`src/rtl/relu_maxpool_2x2.sv`:
```
// ReLU followed by 2x2 stride-2 max-pool over N_CH parallel Q4.6 channels, fed in raster order.
// Define RELU_EN to clamp negative inputs to zero before pooling; otherwise the pool is over raw signed values.
module relu_maxpool_2x2 #(
  parameter int N_CH       = 16,
  parameter int DATA_W     = 10,
  parameter int IMG_WIDTH  = 30,
  parameter int IMG_HEIGHT = 30
) (
  input  logic                        clk_i,
  input  logic                        nreset_i,
  input  logic                        start_i,
  input  logic                        px_rdy_i,
  input  logic [N_CH-1:0][DATA_W-1:0] px_i,
  output logic [N_CH-1:0][DATA_W-1:0] px_o,
  output logic                        px_rdy_o,
  output logic                        frame_done_o,
  output logic                        busy_o
);

  localparam int CW       = (IMG_WIDTH > 1) ? $clog2(IMG_WIDTH) : 1;
  localparam int RW       = (IMG_HEIGHT > 1) ? $clog2(IMG_HEIGHT) : 1;
  localparam int LB_DEPTH = IMG_WIDTH / 2;
  localparam int LBW      = (LB_DEPTH > 1) ? $clog2(LB_DEPTH) : 1;
  localparam logic [CW-1:0] COL_LAST = CW'(IMG_WIDTH - 1);
  localparam logic [RW-1:0] ROW_LAST = RW'(IMG_HEIGHT - 1);

  typedef enum logic {IDLE, RUN} state_t;

  state_t          state, state_n;
  logic [CW-1:0]   col, col_n, eff_col;
  logic [RW-1:0]   row, row_n, eff_row;
  logic            accept, last_px;
  logic [LBW-1:0]  lb_idx;

  logic signed [DATA_W-1:0] hold     [N_CH];
  logic signed [DATA_W-1:0] relu_v   [N_CH];
  logic signed [DATA_W-1:0] pair_max [N_CH];
  logic signed [DATA_W-1:0] lb_rd    [N_CH];
  logic signed [DATA_W-1:0] pool_max [N_CH];
  logic signed [DATA_W-1:0] lb       [LB_DEPTH][N_CH];

  always_ff @(posedge clk_i or negedge nreset_i) begin
    if (!nreset_i) state <= IDLE;
    else           state <= state_n;
  end

  // A start in the same cycle as a pixel makes that pixel (0,0), so all
  // downstream logic works on the effective (post-restart) coordinates.
  always_comb begin
    state_n = state;
    accept  = px_rdy_i && (start_i || (state == RUN));
    eff_col = start_i ? '0 : col;
    eff_row = start_i ? '0 : row;
    last_px = accept && !start_i && (eff_col == COL_LAST) && (eff_row == ROW_LAST);
    col_n   = eff_col;
    row_n   = eff_row;
    lb_idx  = LBW'(eff_col >> 1);
    if (accept) begin
      if (eff_col == COL_LAST) begin
        col_n = '0;
        row_n = (eff_row == ROW_LAST) ? '0 : eff_row + 1'b1;
      end else begin
        col_n = eff_col + 1'b1;
      end
    end
    case (state)
      IDLE:    if (start_i) state_n = RUN;
      RUN:     if (last_px) state_n = IDLE;
      default: state_n = IDLE;
    endcase
  end

  always_comb begin
    for (int ch = 0; ch < N_CH; ch++) begin
      relu_v[ch] = $signed(px_i[ch]);
`ifdef RELU_EN
      if (relu_v[ch] < 0) relu_v[ch] = '0;
`else
`endif
      pair_max[ch] = (hold[ch] > relu_v[ch]) ? hold[ch] : relu_v[ch];
      lb_rd[ch]    = lb[lb_idx][ch];
      pool_max[ch] = (lb_rd[ch] > pair_max[ch]) ? lb_rd[ch] : pair_max[ch];
    end
  end

  always_ff @(posedge clk_i or negedge nreset_i) begin
    if (!nreset_i) begin
      col          <= '0;
      row          <= '0;
      px_o         <= '0;
      px_rdy_o     <= 1'b0;
      frame_done_o <= 1'b0;
      for (int ch = 0; ch < N_CH; ch++) hold[ch] <= '0;
    end else begin
      col          <= col_n;
      row          <= row_n;
      px_rdy_o     <= accept && eff_col[0] && eff_row[0];
      frame_done_o <= last_px;
      if (accept) begin
        for (int ch = 0; ch < N_CH; ch++) begin
          if (!eff_col[0])    hold[ch] <= relu_v[ch];
          else if (eff_row[0]) px_o[ch] <= pool_max[ch];
        end
      end
    end
  end

  // Line buffer is deliberately unreset: every odd-row read follows an even-row write to the same entry.
  always_ff @(posedge clk_i) begin
    if (accept && eff_col[0] && !eff_row[0]) begin
      for (int ch = 0; ch < N_CH; ch++) lb[lb_idx][ch] <= pair_max[ch];
    end
  end

  assign busy_o = (state == RUN);

endmodule

```
`config.mk`:
```
export PLATFORM = sky130hd
export DESIGN_NAME = relu_maxpool_2x2
export DESIGN_NICKNAME = d
export VERILOG_FILES = /design/src/rtl/relu_maxpool_2x2.sv
export SDC_FILE = /design/constraint.sdc
export NUM_CORES = 2
export LEC_CHECK = 0
export ABC_AREA = 1
export CAP_MARGIN = 0
export CORE_MARGIN = 2
export CORE_UTILIZATION = 66
export CTS_BUF_LIST = sky130_fd_sc_hd__clkbuf_8
export CTS_CLUSTER_SIZE = 14
export DETAILED_ROUTE_END_ITERATION = 10
export PLACE_DENSITY = 0.84
export REMOVE_ABC_BUFFERS = 1
export SLEW_MARGIN = 20
export SYNTH_ARGS = -nofsm -noshare
export SYNTH_HDL_FRONTEND = slang
export SYNTH_SLANG_ARGS = --single-unit
```
`constraint.sdc`:
```
create_clock -name clk_i -period 19 [get_ports clk_i]
set_input_delay 4.75 -clock clk_i [delete_from_list [all_inputs] [get_ports clk_i]]
set_output_delay 4.75 -clock clk_i [all_outputs]
set_load 0.05 [all_outputs]
```
Figure 1. Sequential cells grouped by signal name.
Scale bar: 100 um. Other sequential cells in the stronger gray, the rest of the logic in the fainter gray.
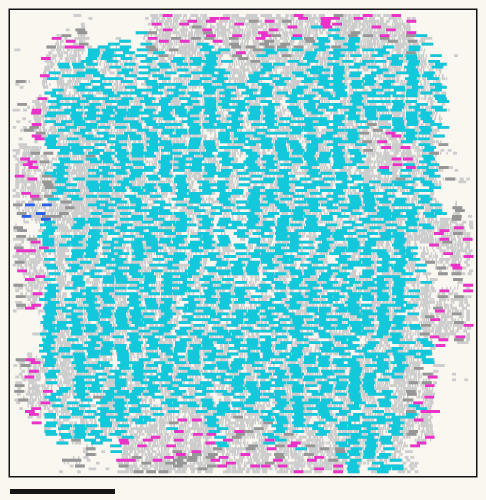
- row: blue (placed flops 5; where west)
- hold: magenta (placed flops 160; where all over the die)
- lb: cyan (placed flops 2400; where all over the die)

Figure 2. A small window of the routed layout.
Scale bar: 5 um. Window x 211 to 231, y 299 to 319 um. Cells in gray, sequential cells in the stronger gray; small squares are vias.
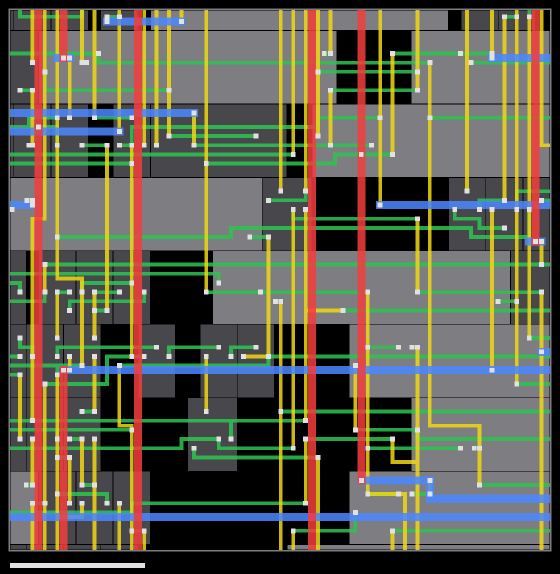
- M1: green
- M2: yellow
- M3: blue
- M4: red
- cells with their middle in the window: 30
- sequential cells in the window: 6
- netlist names of flops here include: lb (6)
- most frequent: nand2_1 (17), edfxtp_1 (6), nand3_1 (3)

Figure 3. Metal layers overlaid.
Scale bar: 100 um.
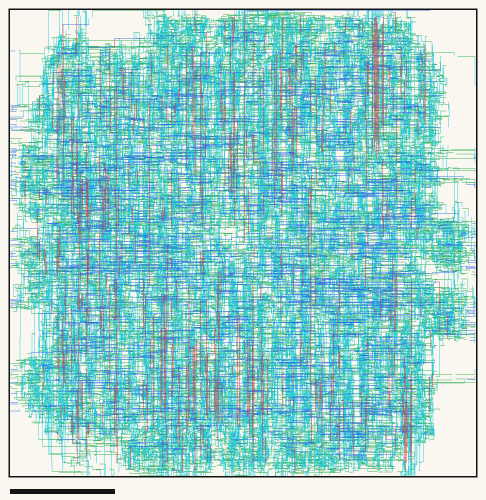
- M3: blue (wire length 37.2 mm)
- M2: cyan (wire length 158 mm)
- M1: green (wire length 120 mm)
- M4: red (wire length 15900 um)

==> results.txt <==
flow finished, numbers: Max Slew Vio Count 0, CP Capture Point px_o[135], async set or reset register ratio after synthesis 0.1218, worst hold endpoint px_o[15], Hold Crit Depth 2, slowest CP cell buf_4, PnR worst setup slack 7.897 ns, Layout Cells excl Fill 16390, syn avg cell area 9.456 um2, CP most frequent cell nand2_1, setup_tns 0 ns, CP required 19.93 ns, tool warnings 109, R2R Setup Slk 12.00 ns, post-CTS setup buffers 0, share of the synthesized area in the top cell type 0.5698, Max Fclk 0.09006 GHz, hold path startpoint px_o[15], EDFF count, synth 2400, hold buffer count at CTS 0, Gate Count Post-Synth 13380, Hold Vio Cnt, Final 0, Max-slew headroom 0.1921, nature of the critical path endpoint register, worst slew pin tran 1.212 ns, Hold Crit Class register to register, Mapped Area 126500 um2, Rows 160, Synth Seq Share 0.6357, count leader, synth nand2_1, core area 190200 um2, Latency at later pin 1.11 ns, Yosys Chip Area 126500 um2, Simple Share, Synth 0.2695, Die Wd 441.8 um, Layout area overhead 9.792%, CTS resizes 0, Routed WL per cell 20.22 um, Cell Chain, Critical Path clkdlybuf4s50_1, inv_16, nand2_8, inv_16, buf_4, buf_4, nand2_1, nand3_1, nand2_1, nand2_1, inv_1, nand2_1, ha_1, nand2_1, inv_1, a21oi_1, nand3_1, nand2_1, nand3_1, nor2_1, nor2_1, nand2_1, nand2_1, Inst Count DP 15610, Flops after synth 2733, top post-synthesis cells by count nand2_1 (6260), edfxtp_1 (2400), nand3_1 (1686), inv_1 (804), nor2_1 (429), unrepaired setup endpoints after global routing false, CP Launch Point start_i, status complete, no violations, Worst R2R Path Depth 23, worst vdd ir 0.05723 mV, Finished Cell Area 138900 um2, Crit path depth 23, Syn. warnings 0, CTS max path bufs 4, mux frac, synth 0, pin count of the biggest net entering global routing 225, drt first pass iters 8, Final ANT Viol Nets 0, fin crit share 0.5844, Detailed Route WL 331400 um, DRC 0, PortBufs 326, post-DP HPWL 172300 um, I/O pin count 327, vias in the first global route 95170, Setup violations, final 0, top cells, area edfxtp_1 (57%), nand2_1 (19%), nand3_1 (6.7%), dfrtp_1 (6.6%), ha_1 (3.2%), overall routing resource usage 0.3339, final hold slack 0.4794 ns, Starting DRT DRC Count 12770, Synth Area in Adders 0.03205, Power per Cell Area 102.5 nW/um2, worst reg2reg path startpoint col[1], WP data arrival 12.04 ns, min cycle time layout 11.10 ns, Worst path max stage delay 0.96 ns, Synth Flop Type edfxtp_1, Cell Type Count 31, Critical Path Source Type primary input, first-pass GRT wire length 512800 um, H-tree levels 5, via count 96840, clk slew on worst S/H paths 0.06 ns, remaining global-route overflow 0, delay-heaviest family, CP buffers and inverters, Nets 14030, Final GP Congestion 0.8757, Post-Synth XOR/XNOR Area 0.00006925, Place WS 6.801 ns, WS Path Type primary input to register, CP Max Fanout 205, placed cell area 130900 um2, die height 441.8 um, yosys cell count 13380, Top logic family simple AND/OR/NAND/NOR gates, die footprint 195100 um2, total power 14.23 mW, cts bufs inserted 437, Buf/Inv on CP 7
==> where the power goes <==
group | internal [mW] | switching, mW
clock network | 2.37 | 2.28
logic | 0.633 | 1.83
registers | 7.05 | 0.0698
total | 10.0 | 4.18
==> cells in the final DEF (no fill, tap or decap), types with 2 or more instances in the layout <==
cell	synthesis	routed
clkinv_2	1	45
diode_2	0	2
nand2_1	6260	6260
dfrtp_1	333	332
clkinvlp_4	0	10
clkinv_1	62	143
edfxtp_1	2400	2400
clkdlybuf4s50_1	0	325
bufinv_16	0	9
o21bai_1	15	15
inv_1	804	965
ha_1	324	324
inv_16	0	2
a21oi_1	86	86
nor2_4	4	21
o21ai_0	155	155
nor2_1	429	414
clkbuf_8	0	465
buf_6	1	3
nand3_1	1686	1686
nand4_1	64	64
buf_4	28	73
inv_6	0	3
inv_2	40	40
nand2_8	0	2
buf_12	0	22
==> state kept, by name, summed over array words and instances, names as in the netlist <==
name          count
px_o            160
hold            160
px_rdy_o          1
row               5
busy_o            1
frame_done_o      1
lb             2400
col               5
==> final cells by class <==
type                            instances  area [um2]
Sequential cell                      2733       80410
Fill cell                           12590       51320
Multi-Input combinational cell       9036       39630
Clock buffer                          465        6400
Timing Repair Buffer                  425        4318
Inverter                              908        3441
Tap cell                             2511        3142
Clock inverter                        310        1516
Antenna cell                            2       5.005
==> layer usage <==
metal,routed length [um],global-route usage,vias to the layer above,part of all wire
met3,37160,0.05833,1087,0.11
met2,158400,0.5470,6259,0.48
met1,119900,0.4330,45350,0.36
met4,15900,0.1673,0,0.048
met5,0,0,-,0
li1,-,-,44140,-
==> tightest hold or removal path, stage by stage (launching register included) <==
cell and delay (ns):
dfrtp_1 0.34, nand2_1 0.05, nand2_1 0.05
Power is estimated from default activity; no workload was simulated.
